[src/rtl/cpu_uart_tx_mmio_if.sv]
// CPU data-bus port of the memory-mapped UART transmitter: address, store data,
// byte enables and the combinational load data returned by the peripheral.
interface cpu_uart_tx_mmio_if;
    logic [31:0] addr;
    logic [31:0] wdata;
    logic [3:0]  wenable;
    logic [31:0] rdata;

    modport master (
        output addr,
        output wdata,
        output wenable,
        input  rdata
    );

    modport slave (
        input  addr,
        input  wdata,
        input  wenable,
        output rdata
    );
endinterface

[src/rtl/cpu_uart_tx_mmio.sv]
// Memory-mapped 8N1 UART transmitter: stores to TXDATA fill a FIFO that a
// serializer drains onto tx; STATUS is readable in the same cycle.
module cpu_uart_tx_mmio #(
    parameter logic [31:0] BASE_ADDR    = 32'h8000_0000,
    parameter int          CLKS_PER_BIT = 16,
    parameter int          FIFO_DEPTH   = 8
) (
    input  logic                clk,
    input  logic                rst_n,
    cpu_uart_tx_mmio_if.slave   bus,
    output logic                tx,
    output logic                irq
);

    localparam int PTR_W = $clog2(FIFO_DEPTH);
    localparam int CNT_W = $clog2(CLKS_PER_BIT);

    typedef enum logic [1:0] {IDLE, START, DATA, STOP} state_t;

    state_t           state;
    state_t           state_next;
    logic [CNT_W-1:0] bit_cnt;
    logic [CNT_W-1:0] bit_cnt_next;
    logic [2:0]       bit_idx;
    logic [2:0]       bit_idx_next;
    logic [7:0]       shift;
    logic [7:0]       shift_next;
    logic             tx_next;
    logic             bit_done;

    logic [7:0]       mem [FIFO_DEPTH];
    logic [PTR_W-1:0] rd_ptr;
    logic [PTR_W-1:0] wr_ptr;
    logic [PTR_W:0]   count;
    logic             overflow;

    logic             hit;
    logic [1:0]       offset;
    logic             full;
    logic             empty;
    logic             busy;
    logic             push_req;
    logic             push;
    logic             pop;
    logic             clear_ovf;
    logic             unused_bits;

    assign hit       = (bus.addr[31:4] == BASE_ADDR[31:4]);
    assign offset    = bus.addr[3:2];
    assign full      = (count == (PTR_W+1)'(FIFO_DEPTH));
    assign empty     = (count == '0);
    assign busy      = (state != IDLE) || !empty;
    assign irq       = empty && (state == IDLE);
    assign push_req  = hit && (offset == 2'd0) && bus.wenable[0];
    assign push      = push_req && !full;
    assign pop       = (state == IDLE) && !empty;
    assign clear_ovf = hit && (offset == 2'd1) && bus.wenable[0] && bus.wdata[3];
    assign bit_done  = (bit_cnt == CNT_W'(CLKS_PER_BIT - 1));

    assign unused_bits = ^{bus.addr[1:0], bus.wdata[31:8], bus.wenable[3:1]};

    always_comb begin
        bus.rdata = 32'd0;
        if (hit && (offset == 2'd1)) begin
            bus.rdata = {28'd0, overflow, busy, empty, full};
        end
    end

    // A push while full is lost even if the serializer pops in the same cycle.
    always_ff @(posedge clk or negedge rst_n) begin
        if (!rst_n) begin
            rd_ptr   <= '0;
            wr_ptr   <= '0;
            count    <= '0;
            overflow <= 1'b0;
        end else begin
            if (push) begin
                wr_ptr <= wr_ptr + PTR_W'(1);
            end
            if (pop) begin
                rd_ptr <= rd_ptr + PTR_W'(1);
            end
            case ({push, pop})
                2'b10:   count <= count + (PTR_W+1)'(1);
                2'b01:   count <= count - (PTR_W+1)'(1);
                default: count <= count;
            endcase
            if (push_req && full) begin
                overflow <= 1'b1;
            end else if (clear_ovf) begin
                overflow <= 1'b0;
            end
        end
    end

    always_ff @(posedge clk) begin
        if (push) begin
            mem[wr_ptr] <= bus.wdata[7:0];
        end
    end

    always_ff @(posedge clk or negedge rst_n) begin
        if (!rst_n) begin
            state   <= IDLE;
            bit_cnt <= '0;
            bit_idx <= '0;
            shift   <= '0;
            tx      <= 1'b1;
        end else begin
            state   <= state_next;
            bit_cnt <= bit_cnt_next;
            bit_idx <= bit_idx_next;
            shift   <= shift_next;
            tx      <= tx_next;
        end
    end

    always_comb begin
        state_next   = state;
        bit_cnt_next = bit_cnt;
        bit_idx_next = bit_idx;
        shift_next   = shift;
        case (state)
            IDLE: begin
                if (!empty) begin
                    state_next   = START;
                    shift_next   = mem[rd_ptr];
                    bit_cnt_next = '0;
                end
            end
            START: begin
                if (bit_done) begin
                    state_next   = DATA;
                    bit_cnt_next = '0;
                    bit_idx_next = '0;
                end else begin
                    bit_cnt_next = bit_cnt + CNT_W'(1);
                end
            end
            DATA: begin
                if (bit_done) begin
                    bit_cnt_next = '0;
                    shift_next   = {1'b0, shift[7:1]};
                    if (bit_idx == 3'd7) begin
                        state_next = STOP;
                    end else begin
                        bit_idx_next = bit_idx + 3'd1;
                    end
                end else begin
                    bit_cnt_next = bit_cnt + CNT_W'(1);
                end
            end
            STOP: begin
                if (bit_done) begin
                    state_next   = IDLE;
                    bit_cnt_next = '0;
                end else begin
                    bit_cnt_next = bit_cnt + CNT_W'(1);
                end
            end
            default: begin
                state_next = IDLE;
            end
        endcase
    end

    // tx is registered, so it is derived from where the FSM is about to be.
    always_comb begin
        tx_next = 1'b1;
        case (state_next)
            START:   tx_next = 1'b0;
            DATA:    tx_next = shift_next[0];
            default: tx_next = 1'b1;
        endcase
    end

endmodule

[src/flat_wrapper.sv]
// flat-port wrapper written by rule: the top's interface ports become plain ports
module cpu_uart_tx_mmio_flat 
#(
    parameter logic [31:0] BASE_ADDR    = 32'h8000_0000,
    parameter int          CLKS_PER_BIT = 16,
    parameter int          FIFO_DEPTH   = 8
)
  (clk, rst_n, tx, irq, bus_addr, bus_wdata, bus_wenable, bus_rdata);
  cpu_uart_tx_mmio_if bus_i ();
  input  logic clk;
  input  logic rst_n;
  output logic tx;
  output logic irq;
  input wire logic [$bits(bus_i.addr)-1:0] bus_addr;
  input wire logic [$bits(bus_i.wdata)-1:0] bus_wdata;
  input wire logic [$bits(bus_i.wenable)-1:0] bus_wenable;
  output wire logic [$bits(bus_i.rdata)-1:0] bus_rdata;
  assign bus_i.addr = bus_addr;
  assign bus_i.wdata = bus_wdata;
  assign bus_i.wenable = bus_wenable;
  assign bus_rdata = bus_i.rdata;
  cpu_uart_tx_mmio #(.BASE_ADDR(BASE_ADDR), .CLKS_PER_BIT(CLKS_PER_BIT), .FIFO_DEPTH(FIFO_DEPTH)) u_core (.clk(clk), .rst_n(rst_n), .bus(bus_i), .tx(tx), .irq(irq));
endmodule
[config.mk]
export PLATFORM = sky130hd
export DESIGN_NAME = cpu_uart_tx_mmio_flat
export DESIGN_NICKNAME = d
export VERILOG_FILES = /design/src/rtl/cpu_uart_tx_mmio_if.sv /design/src/rtl/cpu_uart_tx_mmio.sv /design/src/flat_wrapper.sv
export SDC_FILE = /design/constraint.sdc
export NUM_CORES = 1
export LEC_CHECK = 0
export CORE_MARGIN = 1
export CORE_UTILIZATION = 40
export CTS_CLUSTER_SIZE = 8
export DETAILED_ROUTE_END_ITERATION = 10
export PLACE_DENSITY_LB_ADDON = 0.25
export SLEW_MARGIN = 10
export SYNTH_ARGS = -nofsm -noshare
export SYNTH_HDL_FRONTEND = slang
export SYNTH_SLANG_ARGS = --single-unit
[constraint.sdc]
create_clock -name clk -period 3.5 [get_ports clk]
set_input_delay 0.7 -clock clk [delete_from_list [all_inputs] [get_ports clk]]
set_output_delay 0.7 -clock clk [all_outputs]
set_load 0.1 [all_outputs]
==> flow_summary.ini <==
; physical design summary
[final_layout]
num-nets-final = 431
lay_top_count = edfxtp_1
most-common-layout-cells = edfxtp_1, clkdlybuf4s50_1, conb_1, dfrtp_1, nand2_1
areaGrowthSynthToFinish_pct = 18.3

[sta]
setup_viol = 0
finalWorstSetupSlack_ns = 0.221
finalClockSkew_ns = 0.00730
finalCritPeriodShare_pct = 93.7
worstMarginPinSlew_ns = 0.822
slew_headroom_pct = 45.2

[setup_path]
startpoint = bus_addr[19]
cp.required_ns = 2.80
critPathMaxFanout = 4
r2r_cells = 10
regToRegSetupSlack_ns = 0.93
start_kind = primary input

[cts]
cts_tree = yes
cts_hold_buf = 0
cts_root_buffer = clkbuf_8
clock-sinks = 93
postCtsSetupBuffers = 0
cts_buffers = 9

[floorplan]
fp_util_pct = 41.5
die_h_um = 106
fp.dieW_um = 106
fp-row-count = 37
boundaryPins = 104
die-area_um2 = 11200

[logic_synthesis]
yosys-stat-cells = 295
common_cells = edfxtp_1, buf_4, dfrtp_1
yosys_area_um2 = 4300
avgSynthCellArea_um2 = 14.6
syn_inst = 295
synthDominantCellAreaShare_pct = 44.7
ff_type = edfxtp_1
ys_seq_share_pct = 61.6
yosysMostFrequentCell = edfxtp_1

[place]
dp_cells = 478
place_ws_ns = 0.103
gp_congestion = 0.746

[job]
tool_warnings = 57

[min_path]
hp-start = u_core.shift[7]

[pwr]
irDropWorstVdd_mv = 0.331
fin_total_pwr_w = 0.00212
power_density_nw_per_um2 = 417

[route]
drtPass1Iterations = 4
drcViolationCount = 0
drt_wl_total_um = 7720

[grt]
antenna_found_initial = 0

[status]
run_status = finished, final reports clean
[cells by family after synthesis]
kind of cell / synth area share (%)
AND-OR/OR-AND: 5.21
flip-flops: 61.6
other: 0.0872
multiplexers: 10.8
buffers and inverters: 6.64
XOR/XNOR: 2.24
AND/OR/NAND/NOR: 11.1
adder cells (fa/ha/maj): 2.33
[worst max-delay path by stage]
stage	depth (start not counted)	to
2_1_floorplan	4	bus_rdata[1]
3_3_place_gp	11	u_core.count[2]
3_5_place_dp	11	u_core.count[2]
4_1_cts	6	bus_rdata[3]
5_1_grt	6	bus_rdata[1]
6_report	6	bus_rdata[1]
[cell type report]
| type | instances | area [µm²] |
|---|---|---|
| repair buffers | 60 | 601 |
| multi-input cells | 184 | 1480 |
| clock inverters | 6 | 45.0 |
| flip-flops and latches | 93 | 2650 |
| fillers | 906 | 5280 |
| inverters | 5 | 18.8 |
| well taps | 136 | 170 |
| clock buffers | 10 | 128 |
[registers in the layout (all words and copies together) (netlist names), 2 cells and up]
signal	cells
u_core.mem	64
u_core.shift	8
u_core.bit_cnt	4
u_core.count	4
u_core.bit_idx	3
u_core.rd_ptr	3
u_core.wr_ptr	3
u_core.state	2
[metal layers]
| layer | up-vias | global-route usage, % |
|---|---|---|
| li1 | 1190 | - |
| met1 | 1206 | 19.9 |
| met2 | 43 | 25.7 |
| met3 | 8 | 4.08 |
| met4 | 0 | 4.46 |
| met5 | - | 0 |
[power breakdown]
part           leakage [nW]  total, W  switching (W)  internal, W
Sequential            0.966   0.00123      0.0000220      0.00121
Clock                0.0813  0.000645       0.000382     0.000263
Combinational         0.788  0.000241       0.000167    0.0000737
[critical path, cell delays in order]
cell and delay, ns:
clkdlybuf4s50_1 0.40, nor4_1 0.30, nand4_1 0.19, or3_2 0.58, nor2_1 0.20, buf_12 0.20
Fig. 1: routed metal, one color a layer
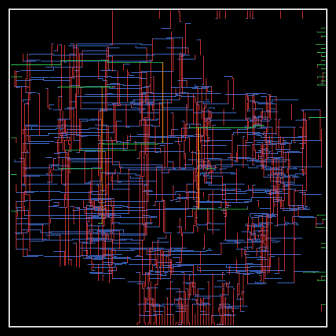
[blue] metal 1 | wire length: 3,620 µm
[red] metal 2 | wire length: 3,770 µm
[green] metal 3 | wire length: 234 µm
[orange] metal 4 | wire length: 99.3 µm

Fig. 2: placement density heat map
11 x 11 tiles, from white (low) to dark blue (high), 0 to 100% covered.
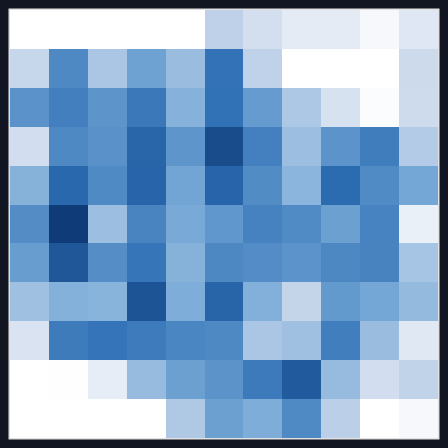
emptiest ninth of the die: upper right
tiles over 75% full: 9.1%
fullest tile: 96%
mean over tiles: 44%
nearly empty tiles: 12%

Fig. 3: track usage over the die
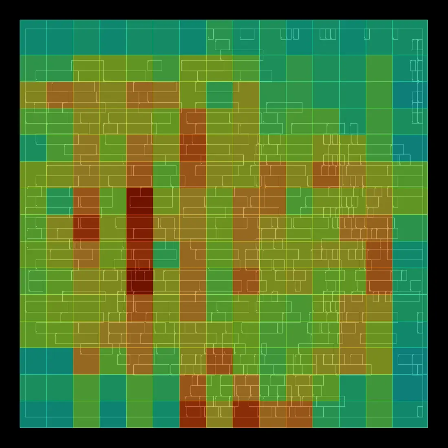
Wirelength per Cell: 15.6 µm
GRT Total Usage: 15.5%
Post-Route Utilization: 49.0%

Fig. 4: metal 2
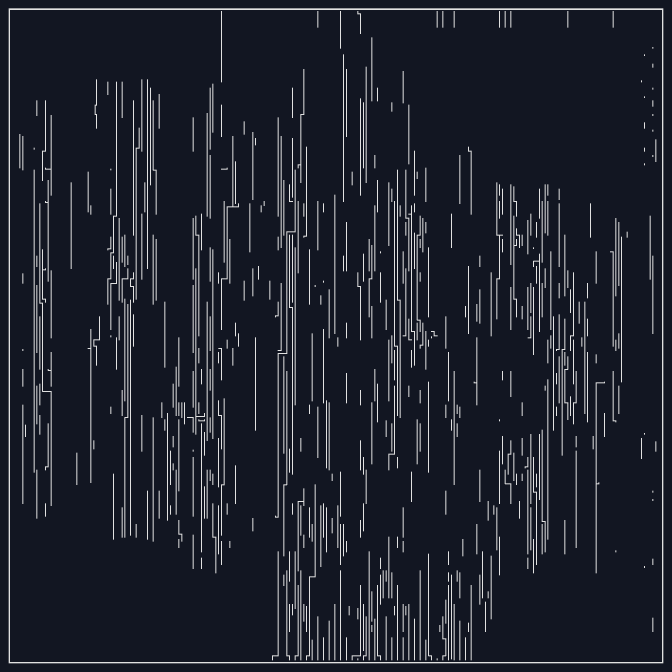
nets with wire on the layer: 348
wire length on this layer: 3,770 µm
share of all routed wire: 49%
main direction: vertical

Fig. 5: gate families picked out
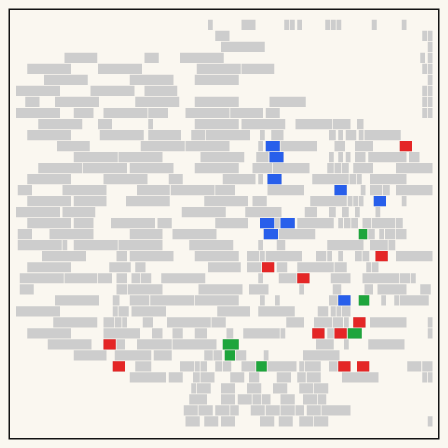
[blue] non-inverting ao/oa cells | cells: 9 | most used: a221o_1
[red] xor and xnor cells | cells: 11 | most used: xnor2_1
[green] and/or cells | cells: 6 | most used: or4_1

Power and IR drop assume default switching activity.
